`config.mk`:
```
export PLATFORM = sky130hd
export DESIGN_NAME = cost_min_param
export DESIGN_NICKNAME = d
export VERILOG_FILES = /design/src/rtl/cost_pkg.sv /design/src/rtl/cost_group_acc.sv /design/src/rtl/cost_min_param.sv
export SDC_FILE = /design/constraint.sdc
export NUM_CORES = 1
export LEC_CHECK = 0
export CAP_MARGIN = 20
export CORE_ASPECT_RATIO = 0.6
export CORE_MARGIN = 3
export CORE_UTILIZATION = 50
export DETAILED_ROUTE_END_ITERATION = 10
export PLACE_DENSITY = 0.74
export SYNTH_ARGS = -nofsm -noshare
export SYNTH_HDL_FRONTEND = slang
export SYNTH_SLANG_ARGS = --single-unit
```
`constraint.sdc`:
```
create_clock -name CLK -period 4 [get_ports CLK]
set_input_delay 0.6 -clock CLK [delete_from_list [all_inputs] [get_ports CLK]]
set_output_delay 0.6 -clock CLK [all_outputs]
set_load 0.01 [all_outputs]
```
`src/rtl/cost_pkg.sv`:
```
// rtl/cost_pkg.sv - mode encoding and elaboration helpers shared by the cost minimiser
package cost_pkg;

   localparam logic MODE_MIN = 1'b0;
   localparam logic MODE_MAX = 1'b1;

   function automatic int clog2(input int n);
      int r;
      r = 0;
      while ((1 << r) < n) r++;
      return r;
   endfunction

   // Starting value of the best-sum register: all-ones so any sum wins when minimising.
   function automatic logic [63:0] initial_best(input logic mode, input int width);
      if (mode == MODE_MAX) return 64'd0;
      if (width >= 64) return {64{1'b1}};
      return (64'd1 << width) - 64'd1;
   endfunction

endpackage

```
`src/rtl/cost_group_acc.sv`:
```
// rtl/cost_group_acc.sv - term counter and running sum for one group of GROUP_LEN costs
module cost_group_acc
   import cost_pkg::*;
#(
   parameter int COST_W    = 7,
   parameter int GROUP_LEN = 8,
   parameter int ACC_W     = 10
) (
   input  logic              clk,
   input  logic              rst_n,
   input  logic              clear,
   input  logic              accept,
   input  logic              last,
   input  logic [COST_W-1:0] cost,
   output logic              group_done,
   output logic [ACC_W-1:0]  group_sum,
   output logic              last_partial
);

   localparam int TCW = (clog2(GROUP_LEN) < 1) ? 1 : clog2(GROUP_LEN);

   logic [TCW-1:0]   term_cnt_q, term_cnt_d, term_base;
   logic [ACC_W-1:0] acc_q, acc_d, acc_base;

   // A term on the clear cycle is the first term of the new run.
   always_comb begin
      term_base    = clear ? '0 : term_cnt_q;
      acc_base     = clear ? '0 : acc_q;
      group_sum    = acc_base + ACC_W'(cost);
      group_done   = accept && (term_base == TCW'(GROUP_LEN - 1));
      last_partial = accept && last && !group_done;
      term_cnt_d   = term_base;
      acc_d        = acc_base;
      if (accept) begin
         if (group_done) begin
            term_cnt_d = '0;
            acc_d      = '0;
         end else begin
            term_cnt_d = term_base + TCW'(1);
            acc_d      = group_sum;
         end
      end
   end

   always_ff @(posedge clk or negedge rst_n) begin
      if (!rst_n) begin
         term_cnt_q <= '0;
         acc_q      <= '0;
      end else begin
         term_cnt_q <= term_cnt_d;
         acc_q      <= acc_d;
      end
   end

endmodule

```
`src/rtl/cost_min_param.sv`:
```
// rtl/cost_min_param.sv - tracks best group sum, tie count and first best index over a cost stream
module cost_min_param
   import cost_pkg::*;
#(
   parameter int COST_W    = 7,
   parameter int GROUP_LEN = 8,
   parameter int ACC_W     = 10,
   parameter int CNT_W     = 4,
   parameter int IDX_W     = 16
) (
   input  logic              CLK,
   input  logic              RST_n,
   input  logic              Start,
   input  logic              Mode,
   input  logic              In_valid,
   input  logic [COST_W-1:0] cost,
   input  logic              Last,
   output logic [ACC_W-1:0]  MinCost,
   output logic [CNT_W-1:0]  MatchCount,
   output logic [IDX_W-1:0]  BestIndex,
   output logic              Valid,
   output logic              Error,
   output logic              Busy
);

   if (GROUP_LEN < 2) begin : g_bad_group_len
      $error("cost_min_param: GROUP_LEN must be at least 2");
   end
   if (ACC_W < COST_W + clog2(GROUP_LEN)) begin : g_bad_acc_w
      $error("cost_min_param: ACC_W too narrow for a full group sum");
   end

   logic             mode_q, mode_d, mode_eff;
   logic [ACC_W-1:0] best_q, best_d, best_base, best_init;
   logic [CNT_W-1:0] cnt_q, cnt_d, cnt_base;
   logic [IDX_W-1:0] idx_q, idx_d, idx_base;
   logic [IDX_W-1:0] grp_q, grp_d, grp_base;
   logic             valid_q, valid_d;
   logic             error_q, error_d;
   logic             busy_q, busy_d;
   logic             accept, group_done, last_partial, better, tie;
   logic [ACC_W-1:0] group_sum;

   assign accept = In_valid && (busy_q || Start);

   cost_group_acc #(
      .COST_W    (COST_W),
      .GROUP_LEN (GROUP_LEN),
      .ACC_W     (ACC_W)
   ) u_acc (
      .clk          (CLK),
      .rst_n        (RST_n),
      .clear        (Start),
      .accept       (accept),
      .last         (Last),
      .cost         (cost),
      .group_done   (group_done),
      .group_sum    (group_sum),
      .last_partial (last_partial)
   );

   // On a Start cycle every comparison runs against the freshly initialised run state.
   assign mode_eff  = Start ? Mode : mode_q;
   assign best_init = ACC_W'(initial_best(Mode, ACC_W));
   assign best_base = Start ? best_init : best_q;
   assign cnt_base  = Start ? '0 : cnt_q;
   assign idx_base  = Start ? '0 : idx_q;
   assign grp_base  = Start ? '0 : grp_q;
   assign better    = (mode_eff == MODE_MAX) ? (group_sum > best_base) : (group_sum < best_base);
   assign tie       = (group_sum == best_base);

   always_comb begin
      mode_d  = Start ? Mode : mode_q;
      best_d  = best_base;
      cnt_d   = cnt_base;
      idx_d   = idx_base;
      grp_d   = grp_base;
      error_d = Start ? 1'b0 : error_q;
      busy_d  = Start ? 1'b1 : busy_q;
      valid_d = 1'b0;
      if (group_done) begin
         if (better) begin
            best_d = group_sum;
            cnt_d  = CNT_W'(1);
            idx_d  = grp_base;
         end else if (tie && !(&cnt_base)) begin
            cnt_d = cnt_base + CNT_W'(1);
         end
         if (!(&grp_base)) grp_d = grp_base + IDX_W'(1);
      end
      if (accept && Last) begin
         valid_d = 1'b1;
         busy_d  = 1'b0;
         if (last_partial) error_d = 1'b1;
      end
   end

   always_ff @(posedge CLK or negedge RST_n) begin
      if (!RST_n) begin
         mode_q  <= MODE_MIN;
         best_q  <= '1;
         cnt_q   <= '0;
         idx_q   <= '0;
         grp_q   <= '0;
         valid_q <= 1'b0;
         error_q <= 1'b0;
         busy_q  <= 1'b0;
      end else begin
         mode_q  <= mode_d;
         best_q  <= best_d;
         cnt_q   <= cnt_d;
         idx_q   <= idx_d;
         grp_q   <= grp_d;
         valid_q <= valid_d;
         error_q <= error_d;
         busy_q  <= busy_d;
      end
   end

   assign MinCost    = best_q;
   assign MatchCount = cnt_q;
   assign BestIndex  = idx_q;
   assign Valid      = valid_q;
   assign Error      = error_q;
   assign Busy       = busy_q;

endmodule
```
Figure 1. Layout detail.
The bar under the picture is 10 um long. Region (38, 2) to (78, 42) um. Cells in grey, sequential cells in the stronger grey; small squares are vias.
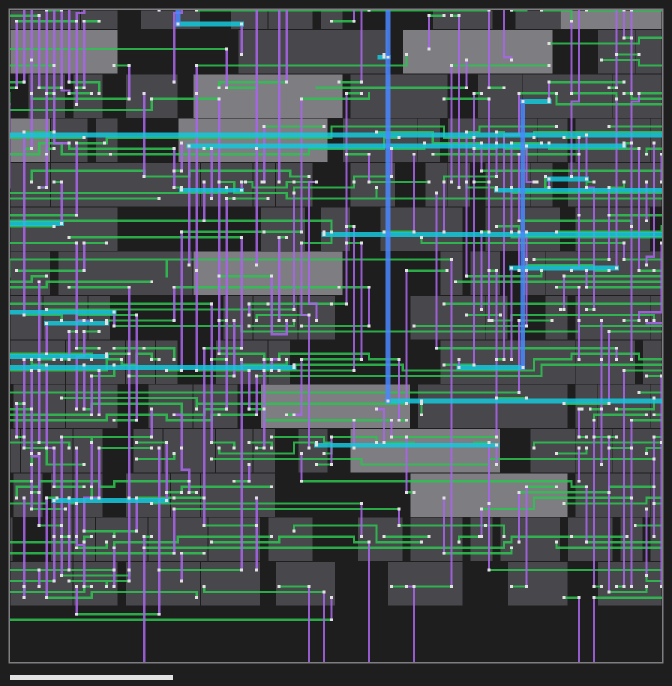
| layer | colour |
|---|---|
| met3 | cyan |
| met2 | purple |
| met1 | green |
| met4 | blue |
sequential cells in the window: 8
cells with their middle in the window: 110
netlist names of flops here include: u_acc.acc_q (4), BestIndex (2)
most frequent: buf_4 (12), inv_1 (11), ha_1 (9)

Figure 2. Congestion heat map.
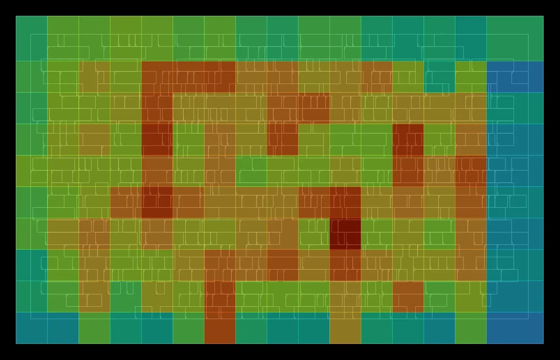
GR peak layer: met1
WL/cell: 17.5 um

Figure 3. Drive-strength map.
The bar under the picture is 20 um long.
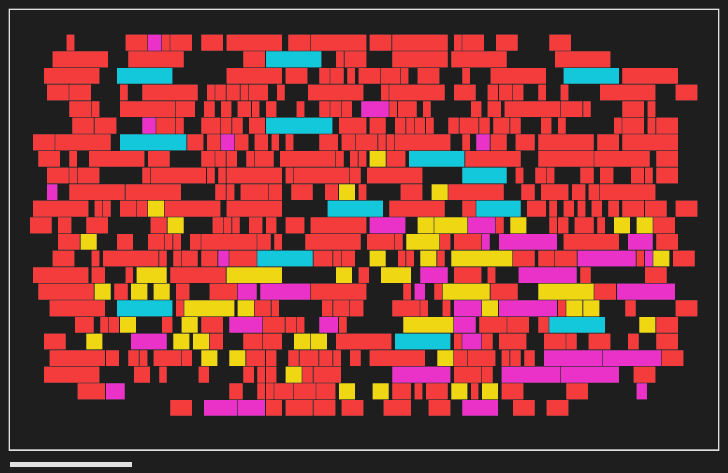
| size | colour | cells |
|---|---|---|
| drive 1 or less | red | 359 |
| drive 6 and up | cyan | 13 |
| drive 2 | magenta | 37 |
| drive 3 to 4 | yellow | 47 |

Figure 4. Signal wires on met2.
The bar under the picture is 20 um long. Cells faint in the background.
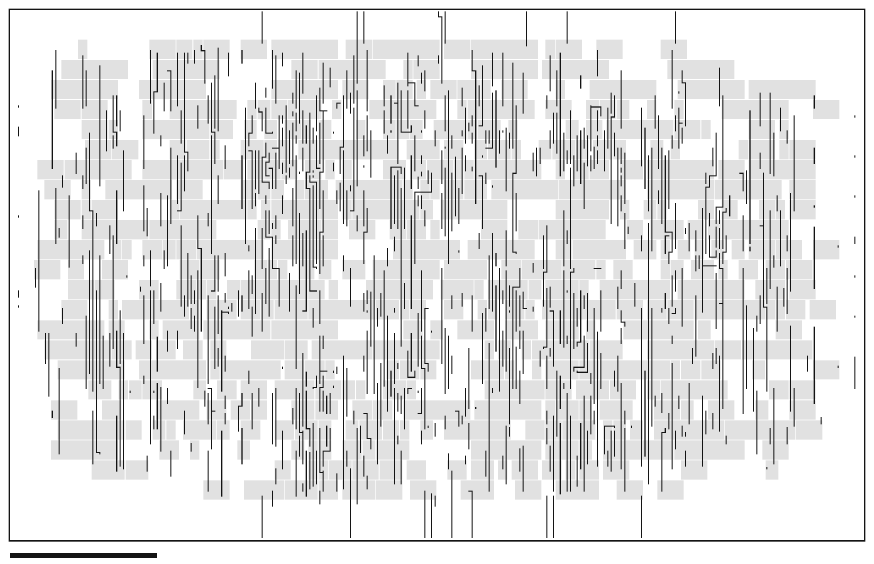
longest straight run: 35.4 um
wire length on this layer: 3720 um
nets with wire on the layer: 414
share of all routed wire: 39%

Figure 5. Metal 1.
The bar under the picture is 20 um long. Supply wires on this layer in grey. Cells faint in the background.
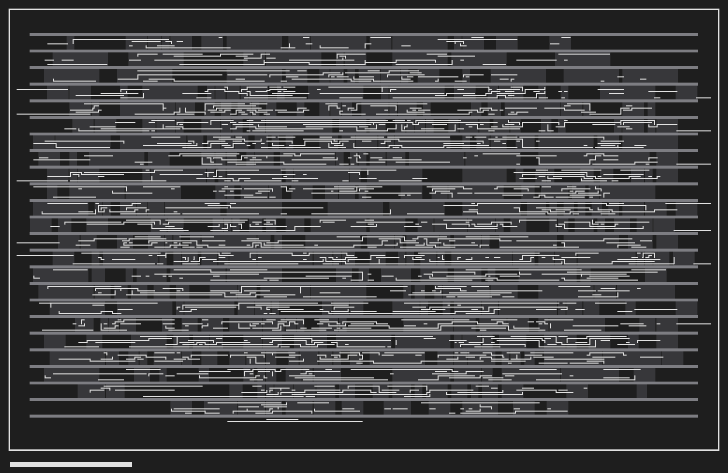
main direction: horizontal
nets with wire on the layer: 444
share of all routed wire: 52%
longest straight run: 47.8 um
wire length on this layer: 4980 um
met1 Usage GRT: 38.4%
total wire length: 9500 um
vias: 3065

==> impl_metrics.csv <==
group,metric,value,unit
final_timing,fin_skew,0.00700,ns
clocking,cts.path.max_buffers,2,
setup_path,timing.rr.end,"BestIndex[10]",
setup_path,worstPathRequired,4.21,ns
global_routing,grtUsageTotal,24.3,%
yosys,yosysChipArea,0.00363,mm^2
global_routing,antenna_found_initial,0,
setup_path,crit_cells,16,
status,status,"completed",
pwr,ir_drop,277,uV
final_timing,hold_violations,0,
clocking,cts_tree,"yes",
final_timing,worstMarginPinSlew,0.784,ns
final_layout,fillers,547,
yosys,ys_types,55,
job,cap_violations,0,
detailed_routing,ant_nets,0,
yosys,synth_xor_xnor_area_share,3.86,%
yosys,ys_cells,368,
final_timing,rsz0062_at_grt,"false",
placement,dpl.cell_count,523,
placement,dpl.hpwl,7000,um
final_layout,lay_top_cells,"53 x dfrtp_1, 53 x nand2_1, 41 x clkdlybuf4s50_1",
final_layout,nNetsFinal,486,
clocking,clk_pin_slew,0.05,ns
detailed_routing,drc,0,
setup_path,crit_end,"BestIndex[10]",
detailed_routing,drt_iter0_drc,228,
clocking,cts_made_buffers,9,
yosys,async_reset_ff_share,100,%
yosys,avgSynthCellArea,9.86,um^2
hold_path,hold_path_class,"in2async",
placement,gp_congestion,0.914,
global_routing,globalRouteOverflowTotal,0,
final_layout,layout-drive-gt1-share,21.3,%
detailed_routing,viasPerCell,5.64,
global_routing,grt_pass1_wl,15300,um
==> where the power goes <==
part | leakage [nW] | switching, mW | internal, mW
registers | 0.827 | 0.0139 | 0.676
logic | 1.15 | 0.220 | 0.185
clock network | 0.151 | 0.274 | 0.543
total | 2.13 | 0.508 | 1.40
==> cell usage after synthesis, drive strengths merged, types with 2 or more instances <==
| library cell | n |
|---|---|
| a211oi | 3 |
| a21o | 3 |
| a21oi | 23 |
| a31o | 4 |
| a31oi | 3 |
| buf | 5 |
| clkbuf | 7 |
| dfrtp | 53 |
| dfstp | 10 |
| ha | 21 |
| inv | 19 |
| mux2 | 3 |
| mux2i | 29 |
| nand2 | 53 |
| nand2b | 4 |
| nand3 | 16 |
| nand3b | 3 |
| nand4 | 3 |
| nor2 | 17 |
| nor2b | 16 |
| nor3 | 6 |
| nor3b | 2 |
| nor4 | 4 |
| o2111ai | 2 |
| o21ai | 15 |
| o31ai | 5 |
| or2 | 5 |
| or3 | 4 |
| xnor2 | 10 |
| xor2 | 6 |
==> cell families (layout without fill, tap and decap cells) <==
kind of cell,after synthesis,in the layout
XOR/XNOR,16,16
flip-flops,63,63
AND/OR/NAND/NOR,136,136
multiplexers,32,32
adder cells (fa/ha/maj),22,22
buffers and inverters,31,119
AND-OR/OR-AND,68,68
==> cell type report <==
type                            instances  area [um^2]  area share [%]
Timing Repair Buffer                   84          759            15.7
Clock inverter                          4         70.1            1.44
Sequential cell                        63         1590            32.7
Clock buffer                           12          236            4.87
Multi-Input combinational cell        274         2020            41.6
Inverter                               19         71.3            1.47
Tap cell                               87          109            2.24
==> flip-flops by register name, summed over array words and instances (netlist names) <==
name / cells
MinCost: 10
Valid: 1
grp_q: 16
u_acc.term_cnt_q: 3
BestIndex: 16
MatchCount: 4
Error: 1
u_acc.acc_q: 10
Busy: 1
mode_q: 1
Power and IR drop assume default switching activity.
